$ cat src/rtl/bus_rr_arbiter.sv
// rtl/bus_rr_arbiter.sv - Round-robin shared-bus arbiter with ack timeout and turnaround cycle
module bus_rr_arbiter #(
    parameter int NUMBER_PES  = 4,
    parameter int ACK_TIMEOUT = 15
) (
    input  logic                          clock,
    input  logic                          reset,
    input  logic [NUMBER_PES-1:0]         request,
    input  logic [NUMBER_PES-1:0]         ack,
    input  logic [NUMBER_PES-1:0]         using_bus,
    output logic [NUMBER_PES-1:0]         grant,
    output logic [$clog2(NUMBER_PES)-1:0] owner,
    output logic                          bus_busy,
    output logic                          timeout
);
    localparam int W = $clog2(NUMBER_PES);

    typedef enum logic [1:0] {S_IDLE, S_GRANT, S_BUSY, S_RELEASE} state_t;

    state_t                state_q, state_d;
    logic [NUMBER_PES-1:0] grant_q, grant_d;
    logic [W-1:0]          owner_q, owner_d;
    logic [W-1:0]          last_q, last_d;
    logic [7:0]            timer_q, timer_d;
    logic                  bus_busy_q, bus_busy_d;
    logic                  timeout_q, timeout_d;
    logic                  seen_q, seen_d;
    logic [W-1:0]          winner, cand;
    logic                  own_req, own_ack, own_use;

    assign own_req = request[owner_q];
    assign own_ack = ack[owner_q];
    assign own_use = using_bus[owner_q];

    // Scan from the far end back toward last+1 so the nearest requester after last wins.
    always_comb begin
        winner = last_q;
        cand   = last_q;
        for (int i = NUMBER_PES; i >= 1; i--) begin
            cand = W'((int'(last_q) + i) % NUMBER_PES);
            if (request[cand]) winner = cand;
        end
    end

    always_comb begin
        state_d   = state_q;
        grant_d   = grant_q;
        owner_d   = owner_q;
        last_d    = last_q;
        timer_d   = timer_q;
        seen_d    = seen_q;
        timeout_d = 1'b0;
        case (state_q)
            S_IDLE: begin
                if (|request) begin
                    state_d = S_GRANT;
                    grant_d = NUMBER_PES'(1) << winner;
                    owner_d = winner;
                    timer_d = 8'd0;
                    seen_d  = 1'b0;
                end
            end
            S_GRANT: begin
                if (own_ack) begin
                    state_d = S_BUSY;
                end else if (!own_req) begin
                    state_d = S_IDLE;
                    grant_d = '0;
                    last_d  = owner_q;
                end else if (timer_q == 8'(ACK_TIMEOUT - 1)) begin
                    state_d   = S_IDLE;
                    grant_d   = '0;
                    last_d    = owner_q;
                    timeout_d = 1'b1;
                end else if (timer_q != 8'hFF) begin
                    timer_d = timer_q + 8'd1;
                end
            end
            S_BUSY: begin
                // A master that acked but never drove using_bus releases by dropping ack.
                if (own_use) begin
                    seen_d = 1'b1;
                end else if (seen_q || !own_ack) begin
                    state_d = S_RELEASE;
                    grant_d = '0;
                    last_d  = owner_q;
                end
            end
            S_RELEASE: state_d = S_IDLE;
            default: begin
                state_d = S_IDLE;
                grant_d = '0;
            end
        endcase
        bus_busy_d = (state_d == S_GRANT) || (state_d == S_BUSY);
    end

    always_ff @(posedge clock or posedge reset) begin
        if (reset) begin
            state_q    <= S_IDLE;
            grant_q    <= '0;
            owner_q    <= '0;
            last_q     <= W'(NUMBER_PES - 1);
            timer_q    <= 8'd0;
            bus_busy_q <= 1'b0;
            timeout_q  <= 1'b0;
            seen_q     <= 1'b0;
        end else begin
            state_q    <= state_d;
            grant_q    <= grant_d;
            owner_q    <= owner_d;
            last_q     <= last_d;
            timer_q    <= timer_d;
            bus_busy_q <= bus_busy_d;
            timeout_q  <= timeout_d;
            seen_q     <= seen_d;
        end
    end

    assign grant    = grant_q;
    assign owner    = owner_q;
    assign bus_busy = bus_busy_q;
    assign timeout  = timeout_q;

endmodule
$ cat config.mk
export PLATFORM = sky130hd
export DESIGN_NAME = bus_rr_arbiter
export DESIGN_NICKNAME = d
export VERILOG_FILES = /design/src/rtl/bus_rr_arbiter.sv
export SDC_FILE = /design/constraint.sdc
export NUM_CORES = 1
export LEC_CHECK = 0
export CORE_AREA = 5 5 85 48
export DETAILED_ROUTE_END_ITERATION = 12
export DIE_AREA = 0 0 90 53
export HOLD_SLACK_MARGIN = 0.1
export PLACE_DENSITY = 0.65
export SYNTH_ARGS = -nofsm -noshare
export SYNTH_HDL_FRONTEND = slang
export SYNTH_SLANG_ARGS = --single-unit
$ cat constraint.sdc
create_clock -name clock -period 2.6 [get_ports clock]
set_input_delay 0.39 -clock clock [delete_from_list [all_inputs] [get_ports clock]]
set_output_delay 0.39 -clock clock [all_outputs]
set_load 0.03 [all_outputs]
Figure 1. Signal wires on met1.
Scale: 6 px per um. Supply wires on this layer in grey.
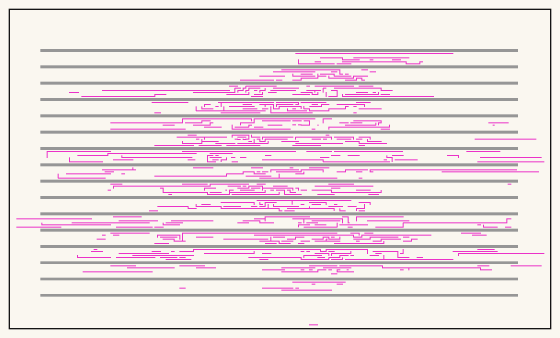
nets with wire on the layer = 167
longest straight run = 26.2 um
main direction = horizontal
Vias: 1181
met1 Use GR: 0.227
WL final: 3.31 mm

Figure 2. Zoomed window.
Region (30, 22) to (60, 52) um. Cells in grey, sequential cells in the stronger grey; small squares are vias.
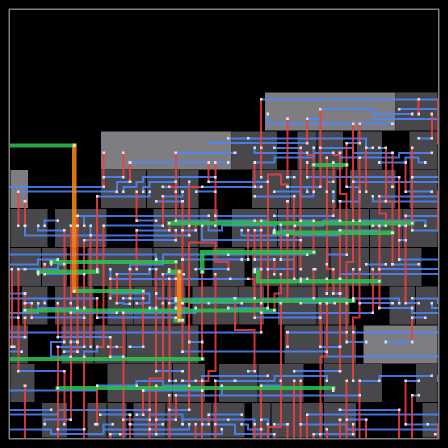
green -> met3
red -> met2
blue -> met1
orange -> met4
netlist names of flops here include = `timer_q` (3)
most frequent = nand2_1 (5), nand3_1 (5)
sequential cells in the window = 3
cells with their middle in the window = 67

==> results.json <==
{
  "outcome": "completed",
  "fin_util": 0.521,
  "top_cell": "dfrtp_1",
  "seq_share": 0.312,
  "crit_type": "register to register",
  "yosys.cell_types.count": 50,
  "seq-power_mw": 0.591,
  "floorplan.nets": 160,
  "comb_power_mw": 1.04,
  "crit_buf_inv": 0,
  "grt-ovfl-total": 0,
  "cp.required_ns": 2.76,
  "drv_cap": 0,
  "grt_max_degree": 22,
  "die-area_mm2": 0.00477,
  "yosys.area_share.simple": 0.226,
  "drv_slew": 0,
  "grt_antenna_before_repair": 0,
  "row_count": 15,
  "whs_path_depth": 1,
  "clock-sinks": 21,
  "largest_reg_flops": 8,
  "wl_met1_mm": 1.74,
  "relSlewSlack": 0.458,
  "yosys_warnings": 0,
  "die_y_um": 53,
  "ys_seq_frac": 0.379,
  "io-pin-count": 22,
  "logic_gates": 105,
  "ys_sh_aoi": 0.176,
  "root_buffer": "clkbuf_8",
  "cp.arrival_ns": 2.44,
  "syn_avg_cell_area_um2": 9.94,
  "buffer_area_frac": 0.138,
  "worstHoldStart": "grant[1]$_DFFE_PP0P_",
  "crit_family": "multiplexers",
  "final_cell_mix": "clkdlybuf4s50_1 (21), dfrtp_1 (19), nand2_1 (11)",
  "drc_errors": 0,
  "whs_ns": 0.519,
  "gp_congestion": 0.888,
  "ant_nets": 0,
  "mux_share": 0.112,
  "yosys_cells": 140,
  "setup_viol": 0,
  "top_cell_area_share": 0.342,
  "met3_wirelength_um": 276
}
Figure 3. Selected gate families.
Scale: 6 px per um.
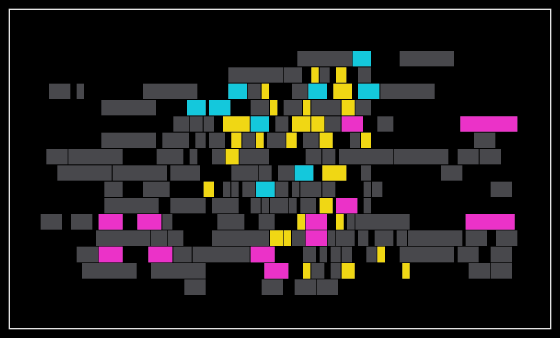
yellow -> NAND gates  # cells 27
cyan -> AND-OR and OR-AND gates  # cells 9
magenta -> multiplexers  # cells 12
most frequent logic cell in the layout: clkdlybuf4s50_1
non-filler instance count after layout: 204

